--- src/rtl/core_bus_arbiter.sv ---
// core_bus_arbiter: shares one downstream cache-bus port between the fetch
// unit (requester 0) and the LSU/dcache (requester 1). A granted request
// holds the bus through its request, write-data and response phases.
// Handshakes and data are passed through combinationally.
module core_bus_arbiter #(
    parameter int ADDR_WIDTH   = 32,
    parameter int DATA_WIDTH   = 32,
    parameter int LEN_WIDTH    = 4,
    parameter int LSU_PRIORITY = 1
) (
    input  logic                           clk,
    input  logic                           rst,
    input  logic [1:0]                     s_req_valid_i,
    output logic [1:0]                     s_req_ready_o,
    input  logic [1:0][ADDR_WIDTH-1:0]     s_req_addr_i,
    input  logic [1:0]                     s_req_write_i,
    input  logic [1:0][LEN_WIDTH-1:0]      s_req_len_i,
    input  logic [1:0]                     s_req_uncached_i,
    input  logic [1:0]                     s_wvalid_i,
    output logic [1:0]                     s_wready_o,
    input  logic [1:0][DATA_WIDTH-1:0]     s_wdata_i,
    input  logic [1:0][DATA_WIDTH/8-1:0]   s_wstrb_i,
    output logic [1:0]                     s_rvalid_o,
    output logic [1:0]                     s_rlast_o,
    output logic [DATA_WIDTH-1:0]          s_rdata_o,
    output logic [1:0]                     s_bvalid_o,
    output logic                           m_req_valid_o,
    input  logic                           m_req_ready_i,
    output logic [ADDR_WIDTH-1:0]          m_req_addr_o,
    output logic                           m_req_write_o,
    output logic [LEN_WIDTH-1:0]           m_req_len_o,
    output logic                           m_req_uncached_o,
    output logic                           m_wvalid_o,
    input  logic                           m_wready_i,
    output logic [DATA_WIDTH-1:0]          m_wdata_o,
    output logic [DATA_WIDTH/8-1:0]        m_wstrb_o,
    output logic                           m_wlast_o,
    input  logic                           m_rvalid_i,
    input  logic [DATA_WIDTH-1:0]          m_rdata_i,
    input  logic                           m_rlast_i,
    input  logic                           m_bvalid_i,
    output logic                           bus_busy_o
);

    typedef enum logic [2:0] {
        ST_IDLE  = 3'd0,
        ST_REQ   = 3'd1,
        ST_WDATA = 3'd2,
        ST_WRESP = 3'd3,
        ST_RDATA = 3'd4
    } state_t;

    state_t                  state_r;
    logic                    grant_r;
    logic                    last_grant_r;
    logic [LEN_WIDTH-1:0]    beat_cnt_r;
    logic [ADDR_WIDTH-1:0]   addr_r;
    logic                    write_r;
    logic [LEN_WIDTH-1:0]    len_r;
    logic                    uncached_r;
    logic                    winner_s;

    // Pick the requester to grant in IDLE (fixed LSU priority or alternating).
    always_comb begin
        winner_s = 1'b0;
        if (LSU_PRIORITY != 0) begin
            winner_s = s_req_valid_i[1];
        end else if (s_req_valid_i == 2'b11) begin
            winner_s = ~last_grant_r;
        end else begin
            winner_s = s_req_valid_i[1];
        end
    end

    // Route handshakes between the granted requester and the downstream port.
    always_comb begin
        s_req_ready_o = 2'b00;
        s_wready_o    = 2'b00;
        s_rvalid_o    = 2'b00;
        s_rlast_o     = 2'b00;
        s_bvalid_o    = 2'b00;
        m_wvalid_o    = 1'b0;
        m_wlast_o     = 1'b0;
        case (state_r)
            ST_IDLE: begin
                if (s_req_valid_i != 2'b00) begin
                    s_req_ready_o[winner_s] = 1'b1;
                end else begin
                    s_req_ready_o = 2'b00;
                end
            end
            ST_WDATA: begin
                m_wvalid_o            = s_wvalid_i[grant_r];
                s_wready_o[grant_r]   = m_wready_i;
                m_wlast_o             = (beat_cnt_r == len_r);
            end
            ST_WRESP: begin
                s_bvalid_o[grant_r]   = m_bvalid_i;
            end
            ST_RDATA: begin
                s_rvalid_o[grant_r]   = m_rvalid_i;
                s_rlast_o[grant_r]    = m_rlast_i;
            end
            default: begin
                s_req_ready_o = 2'b00;
            end
        endcase
    end

    assign m_req_valid_o    = (state_r == ST_REQ);
    assign m_req_addr_o     = addr_r;
    assign m_req_write_o    = write_r;
    assign m_req_len_o      = len_r;
    assign m_req_uncached_o = uncached_r;
    assign m_wdata_o        = s_wdata_i[grant_r];
    assign m_wstrb_o        = s_wstrb_i[grant_r];
    assign s_rdata_o        = m_rdata_i;
    assign bus_busy_o       = (state_r != ST_IDLE);

    // Burst sequencing: grant, request phase, data/response phases, back to IDLE.
    always_ff @(posedge clk) begin
        if (rst) begin
            state_r      <= ST_IDLE;
            grant_r      <= 1'b0;
            last_grant_r <= 1'b1;
            beat_cnt_r   <= '0;
            addr_r       <= '0;
            write_r      <= 1'b0;
            len_r        <= '0;
            uncached_r   <= 1'b0;
        end else begin
            case (state_r)
                ST_IDLE: begin
                    if (s_req_valid_i != 2'b00) begin
                        grant_r      <= winner_s;
                        last_grant_r <= winner_s;
                        beat_cnt_r   <= '0;
                        addr_r       <= s_req_addr_i[winner_s];
                        write_r      <= s_req_write_i[winner_s];
                        len_r        <= s_req_len_i[winner_s];
                        uncached_r   <= s_req_uncached_i[winner_s];
                        state_r      <= ST_REQ;
                    end
                end
                ST_REQ: begin
                    if (m_req_ready_i) begin
                        state_r <= write_r ? ST_WDATA : ST_RDATA;
                    end
                end
                ST_WDATA: begin
                    // The last beat leaves the state, so the counter never wraps.
                    if (m_wvalid_o && m_wready_i) begin
                        if (m_wlast_o) begin
                            state_r <= ST_WRESP;
                        end else begin
                            beat_cnt_r <= beat_cnt_r + {{(LEN_WIDTH-1){1'b0}}, 1'b1};
                        end
                    end
                end
                ST_WRESP: begin
                    if (m_bvalid_i) begin
                        state_r <= ST_IDLE;
                    end
                end
                ST_RDATA: begin
                    if (m_rvalid_i && m_rlast_i) begin
                        state_r <= ST_IDLE;
                    end
                end
                default: begin
                    state_r <= ST_IDLE;
                end
            endcase
        end
    end

endmodule

--- config.mk ---
export PLATFORM = sky130hd
export DESIGN_NAME = core_bus_arbiter
export DESIGN_NICKNAME = d
export VERILOG_FILES = /design/src/rtl/core_bus_arbiter.sv
export SDC_FILE = /design/constraint.sdc
export NUM_CORES = 1
export LEC_CHECK = 0
export CORE_AREA = 5 5 116 118
export CTS_BUF_LIST = sky130_fd_sc_hd__clkbuf_8
export CTS_CLUSTER_SIZE = 10
export DETAILED_ROUTE_END_ITERATION = 7
export DIE_AREA = 0 0 121 123
export PLACE_DENSITY = 0.69
export SETUP_SLACK_MARGIN = 0.2
export SYNTH_ARGS = -nofsm -noshare
export SYNTH_HDL_FRONTEND = slang
export SYNTH_SLANG_ARGS = --single-unit
--- constraint.sdc ---
create_clock -name clk -period 2.35 [get_ports clk]
set_clock_uncertainty 0.2 [all_clocks]
set_input_delay 0.47 -clock clk [delete_from_list [all_inputs] [get_ports clk]]
set_output_delay 0.47 -clock clk [all_outputs]
set_load 0.05 [all_outputs]
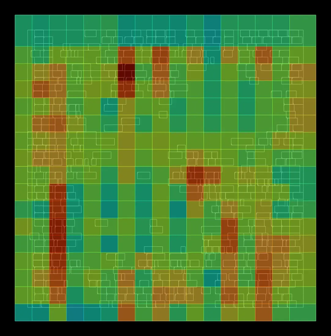
*Congestion heat map, run 1*
Core Util, Final: 47.4%
met1 usage in global routing: 18.5%
GRT met2 Usage: 28.6%

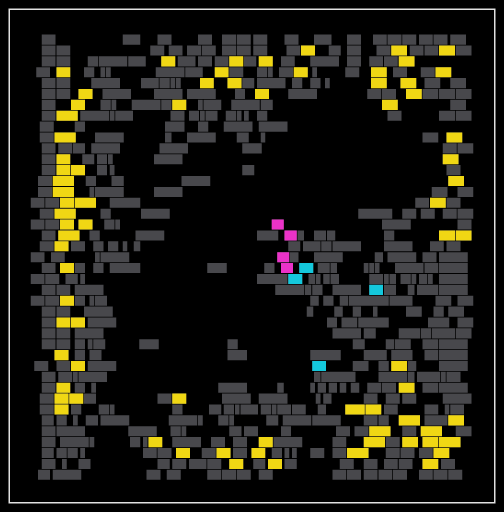
*Gate families picked out, run 1*
Scale: 4 px per um.
legend:
  magenta:
    family: XOR/XNOR gates
    cells: 4
    most_used: xnor2_1
    where: middle
  yellow:
    family: multiplexers
    cells: 75
    most_used: mux2i_1
    where: all over the die
  cyan:
    family: AND-OR and OR-AND gates
    cells: 4
    most_used: o32a_1

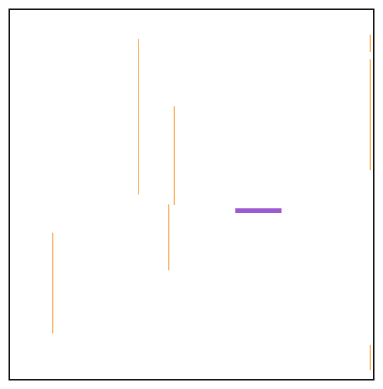
*Routed metal, one color a layer, run 1*
Scale: 3 px per um. Two of the layers only.
legend:
  purple:
    layer: metal 5
    wire_length: 13.8 um
  orange:
    layer: metal 4
    wire_length: 190 um

==> Changelog: implementation, run 1 <==
### Metrics

* Cells after DPL at 690
* Std-Cell Rows at 41
* Worst reg2reg path endpoint: beat_cnt_r[3]
* Number of synthesis warnings at 0
* Max Clk Rate at 0.467 GHz
* PortBufs at 246
* Area added between synthesis and finish at 100%
* Syn Std Cell Area at 2930 um2
* Cells after synthesis at 324
* Layout cells sized above 1 at 26.0%
* Non-clk bufs at 257
* Final setup viols at 0
* PD cells at 603 nW/um2
* Dominant comb cell: multiplexers
* Post-synth EDFFs at 0
* Initial Util at 23.7%
* Sequential power at 985 uW
* Clock network power share at 13.9%
* TNS Setup at 0 ps
* Synth top cells by count: 48 x nor2_1, 46 x dfxtp_1, 39 x mux2i_1
* Critical path capture point type: output port
* Top pwr grp: combinational cells
* Biggest Area Class: non-clock buffers
* Root buf cell: clkbuf_8
* CP endpoint: m_wdata_o[21]
* Register-to-Register Setup Slack at 470 ps
* Buffers & Inverters on Critical Path at 3
* Critical path arrival at 1470 ps
* Maximum VDD drop at 290 uV
* Critical Path Stages at 4
* Flop count at 46
* WL per Instance at 18.4 um
* Hold Buf Count CTS at 0
* Logic share of the area at 30.1%
* Synth Seq Share at 31.4%
* TritonCTS Buffers at 5
* Min-delay worst type: reg2reg
* Status: finished clean
* I/O Pins at 311
* Leak at 0.00256 uW
* # Post-CTS Setup Buffers at 4
* Slew Limit Headroom at 55.9%
* Remaining antenna violation count at 0
* Crit start category: flip-flop
* FFs w/ async S/R, synth at 0%
* ANT cells at 0
* Biggest area cells: dfxtp_1 31%, mux2_2 14%, mux2i_1 13%
* Comb. pwr at 2060 uW
* Most common logic cell in the routed design: clkdlybuf4s50_1
* Max-Cap Viols at 0
* Area leader share at 31.4%
* Hpwl dp at 11100 um
* Total Routed Length at 12900 um
* Register Area at 935 um2
* Complex Gates by Area at 13.6%
* YS chip area at 2930 um2
* CLK BUF at 5
* Inverters at 6
* Pin slew with the least headroom to its limit at 661 ps
* Stage-log warning count at 29
* FA/HA/MAJ Cells, Area Fraction at 0.427%
* Number of flip-flops in the largest register at 32
* Pin count of the biggest net entering global routing at 77
* RSZ-0062 raised after global routing: yes
* # DRC at 0
* Final worst slack at 210 ps
* Synth Register Bits at 46
* Clock-cell share at 1.54%
* CP delay by family, top: buffers and inverters
* Routed length on met1 at 4950 um
* Cells along the critical path: buf_12, buf_8, mux2_2, buf_6
==> run 1 -> run 2 <==
Settings changed: CTS_CLUSTER_DIAMETER from default to 200, CTS_CLUSTER_SIZE 10 to 20.
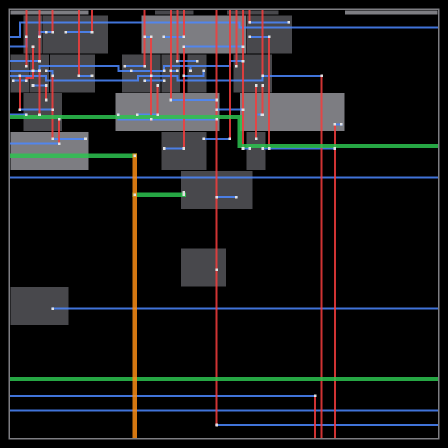
*A small window of the routed layout, run 2*
Region (46, 71) to (76, 101) um. Cells in gray, sequential cells in the stronger gray; small squares are vias.
legend:
  blue:
    layer: metal 1
  green:
    layer: metal 3
  red:
    layer: metal 2
  orange:
    layer: metal 4
most frequent: nor2_1 (5), a211oi_1 (4), dfxtp_1 (4)
netlist names of flops here include: m_req_addr_o (3), m_req_len_o (1)
cells with their middle in the window: 20
sequential cells in the window: 4

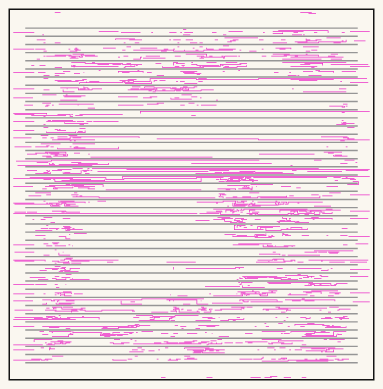
*Metal 1, run 2*
Scale: 3 px per um. Supply wires on this layer in gray.
main direction: horizontal
share of all routed wire: 38%
wire length on this layer: 4950 um
longest straight run: 82.3 um
nets with wire on the layer: 613
vias: 3152
Total Routed Length: 12900 um

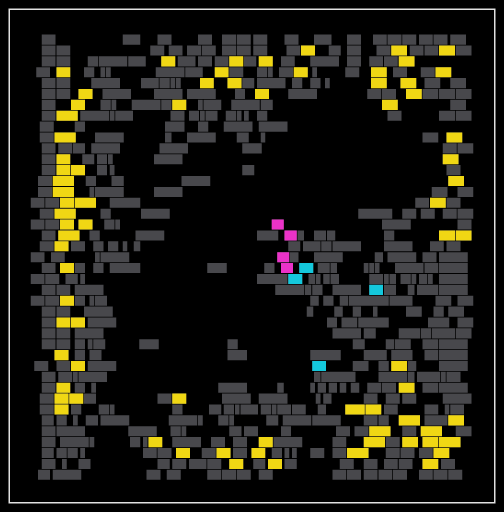
*Gate families picked out, run 2*
Scale: 4 px per um.
legend:
  yellow:
    family: multiplexers
    cells: 75
    most_used: mux2i_1
    where: all over the die
  magenta:
    family: XOR/XNOR gates
    cells: 4
    most_used: xnor2_1
    where: middle
  cyan:
    family: AND-OR and OR-AND gates
    cells: 4
    most_used: o32a_1

==> Changelog: implementation, run 2 <==
### Metrics

* Status: finished clean
* FA/HA/MAJ Cells, Area Fraction at 0.427% (unchanged)
* Worst reg2reg path endpoint: beat_cnt_r[3]
* Synth Register Bits at 46 (unchanged)
* YS chip area at 2930 um2 (unchanged)
* Met1 usage in global routing at 18.5% (unchanged)
* CLK BUF at 5 (unchanged)
* Max Clk Rate at 0.467 GHz (unchanged)
* Post-synth EDFFs at 0 (unchanged)
* Number of flip-flops in the largest register at 32 (unchanged)
* Layout cells sized above 1 at 26.0% (unchanged)
* Chip Area at 14900 um2
* Hpwl dp at 11100 um (unchanged)
* # DRC at 0 (unchanged)
* PD cells at 603 nW/um2 (unchanged)
* Core Util, Final at 47.4% (unchanged)
* Critical path arrival at 1470 ps (about the same)
* Number of synthesis warnings at 0 (unchanged)
* Area added between synthesis and finish at 100% (unchanged)
* Final setup viols at 0 (unchanged)
* Cells along the critical path: buf_12, buf_8, mux2_2, buf_6
* Logic share of the area at 30.1% (unchanged)
* GRT met2 Usage at 28.6% (unchanged)
* RSZ-0062 raised after global routing: yes
* Register-to-Register Setup Slack at 470 ps (about the same)
* I/O Pins at 311 (unchanged)
* Std-Cell Rows at 41 (unchanged)
* Stage-log warning count at 29 (unchanged)
* First-pass GRT wire length at 18500 um
* Biggest Area Class: non-clock buffers
* CP delay by family, top: buffers and inverters
* Root buf cell: clkbuf_8
* Biggest area cells: dfxtp_1 31%, mux2_2 14%, mux2i_1 13%
* Routed length on met1 at 4950 um (unchanged)
* CP endpoint: m_wdata_o[21]
* Clock-cell share at 1.54% (unchanged)
* ANT cells at 0 (unchanged)
* WL per Instance at 18.4 um (unchanged)
* Cells after DPL at 690 (unchanged)
* Top pwr grp: combinational cells
* Area leader share at 31.4% (unchanged)
* Syn Std Cell Area at 2930 um2 (unchanged)
* Register Area at 935 um2 (unchanged)
* Min-delay worst type: reg2reg
* TNS Setup at 0 ps (unchanged)
* Non-clk bufs at 257 (unchanged)
* PortBufs at 246 (unchanged)
* Unique cell types at 37
* Initial Util at 23.7% (unchanged)
* Complex Gates by Area at 13.6% (unchanged)
* Synth top cells by count: 48 x nor2_1, 46 x dfxtp_1, 39 x mux2i_1
* Comb. pwr at 2060 uW (about the same)
* Hold Buf Count CTS at 0 (unchanged)
* Dominant comb cell: multiplexers
* Crit start category: flip-flop
* Remaining antenna violation count at 0 (unchanged)
* TritonCTS Buffers at 5 (unchanged)
* Critical Path Stages at 4 (unchanged)
* Pin count of the biggest net entering global routing at 77 (unchanged)
* Cells after synthesis at 324 (unchanged)
* Max-Cap Viols at 0 (unchanged)
### Routed metal, one color a layer, run 2

Scale: 3 px per um. Two of the layers only.
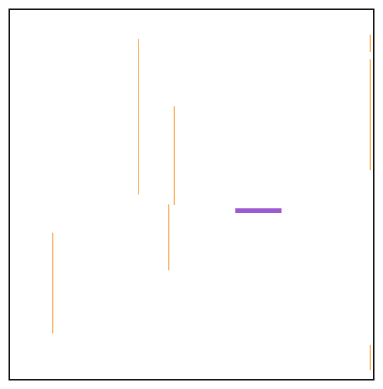

==> run 2 -> run 3 <==
Settings changed: ABC_AREA from default to 1, PLACE_DENSITY 0.69 to 0.7.
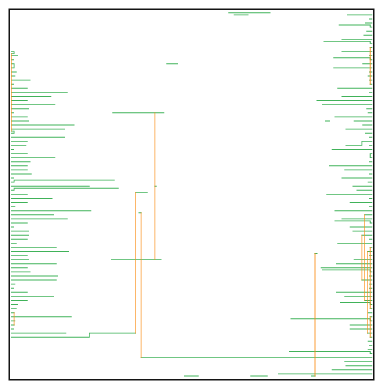
*Routed metal, one color a layer, run 3*
Scale: 3 px per um. Two of the layers only.
legend:
  green:
    layer: metal 3
    wire_length: 1370 um
  orange:
    layer: metal 4
    wire_length: 325 um

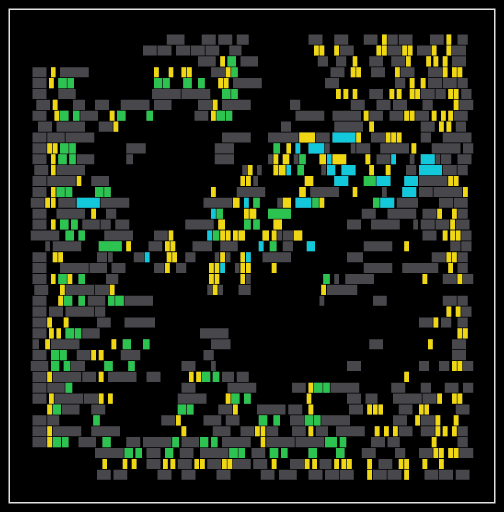
*Gate families picked out, run 3*
Scale: 4 px per um.
legend:
  green:
    family: inverting AOI/OAI gates
    cells: 91
    most_used: a31oi_1
  cyan:
    family: NOR gates
    cells: 25
    most_used: nor2_1
  yellow:
    family: NAND gates
    cells: 229
    most_used: nand2_1
    where: all over the die

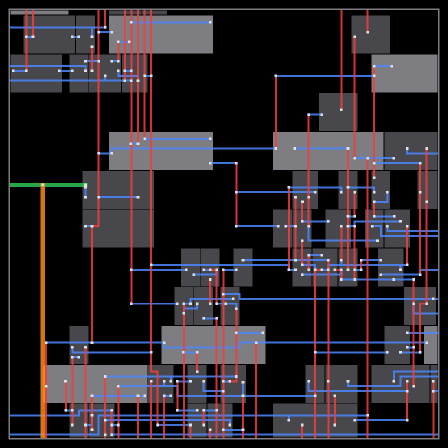
*A small window of the routed layout, run 3*
Region (46, 71) to (76, 101) um. Cells in gray, sequential cells in the stronger gray; small squares are vias.
legend:
  red:
    layer: metal 2
  blue:
    layer: metal 1
  green:
    layer: metal 3
  orange:
    layer: metal 4
netlist names of flops here include: beat_cnt_r (2), state_r (2)
cells with their middle in the window: 49
most frequent: nand2_1 (10)
sequential cells in the window: 6

==> Changelog: implementation, run 3 <==
### Metrics

* Non-clk bufs at 259 (+0.78%)
* Biggest area cells: dfxtp_1 31%, nand2_1 27%, buf_4 8.0%
* Register-to-Register Setup Slack at 660 ps (+190 ps)
* Min-delay worst type: reg2reg
* Core Util, Final at 45.8% (-1.6 points)
* FFs w/ async S/R, synth at 0%
* Stage-log warning count at 28 (-3.4%)
* Cells along the critical path: clkdlybuf4s50_1, inv_1, nor3_2, buf_12
* Layout cells sized above 1 at 15.0% (-11 points)
* Final setup viols at 0 (unchanged)
* Syn Std Cell Area at 3010 um2 (+2.7%)
* Critical path arrival at 1480 ps (about the same)
* Biggest Area Class: non-clock buffers
* Logic share of the area at 29.0% (-1.1 points)
* Worst reg2reg path endpoint: beat_cnt_r[1]
* Synth Register Bits at 46 (unchanged)
* RSZ-0062 raised after global routing: yes
* WL per Instance at 15.0 um (-18%)
* PortBufs at 246 (unchanged)
* CP max FO at 2
* FA/HA/MAJ Cells, Area Fraction at 0.415% (-0.011 points)
* TritonCTS Buffers at 5 (unchanged)
* Met1 usage in global routing at 17.5% (-1.0 points)
* Hpwl dp at 10400 um (-6.2%)
* I/O Pins at 311 (unchanged)
* Complex Gates by Area at 17.6% (+4.0 points)
* Area added between synthesis and finish at 88.0%
* Number of flip-flops in the largest register at 32 (unchanged)
* TNS Setup at 0 ps (unchanged)
* Std-Cell Rows at 41 (unchanged)
* Area leader share at 30.6% (-0.84 points)
* Status: finished clean
* First-pass GRT wire length at 19000 um (+2.7%)
* Hold-critical path depth at 2
* Post-synth EDFFs at 0 (unchanged)
* Root buf cell: clkbuf_8
* Comb. pwr at 4750 uW (+130%)
* Cells after synthesis at 479 (+48%)
* Number of synthesis warnings at 0 (unchanged)
* CTS max path bufs at 2
* ANT cells at 1 (+1)
* Dominant comb cell: simple AND/OR/NAND/NOR gates
* Register Area at 925 um2 (-1.1%)
* Unique cell types at 25 (-32%)
* Initial Util at 24.4% (+0.65 points)
* Synth top cells by count: 214 x nand2_1, 46 x dfxtp_1, 38 x a31oi_1
* Critical Path Stages at 4 (unchanged)
* CLK BUF at 6 (+1)
* YS chip area at 3010 um2 (+2.7%)
* Routed length on met1 at 4840 um (-2.3%)
* PD cells at 1170 nW/um2 (+93%)
* CP delay by family, top: buffers and inverters
* Chip Area at 14900 um2 (unchanged)
* Remaining antenna violation count at 0 (unchanged)
* Yosys top cell by instances: nand2_1
* Vias at 3715 (+18%)
* Max-Cap Viols at 0 (unchanged)
* Max Clk Rate at 0.465 GHz (-0.58%)
* GRT met2 Usage at 29.2% (+0.69 points)
* Hold Buf Count CTS at 0 (unchanged)
Power and IR drop assume default switching activity.
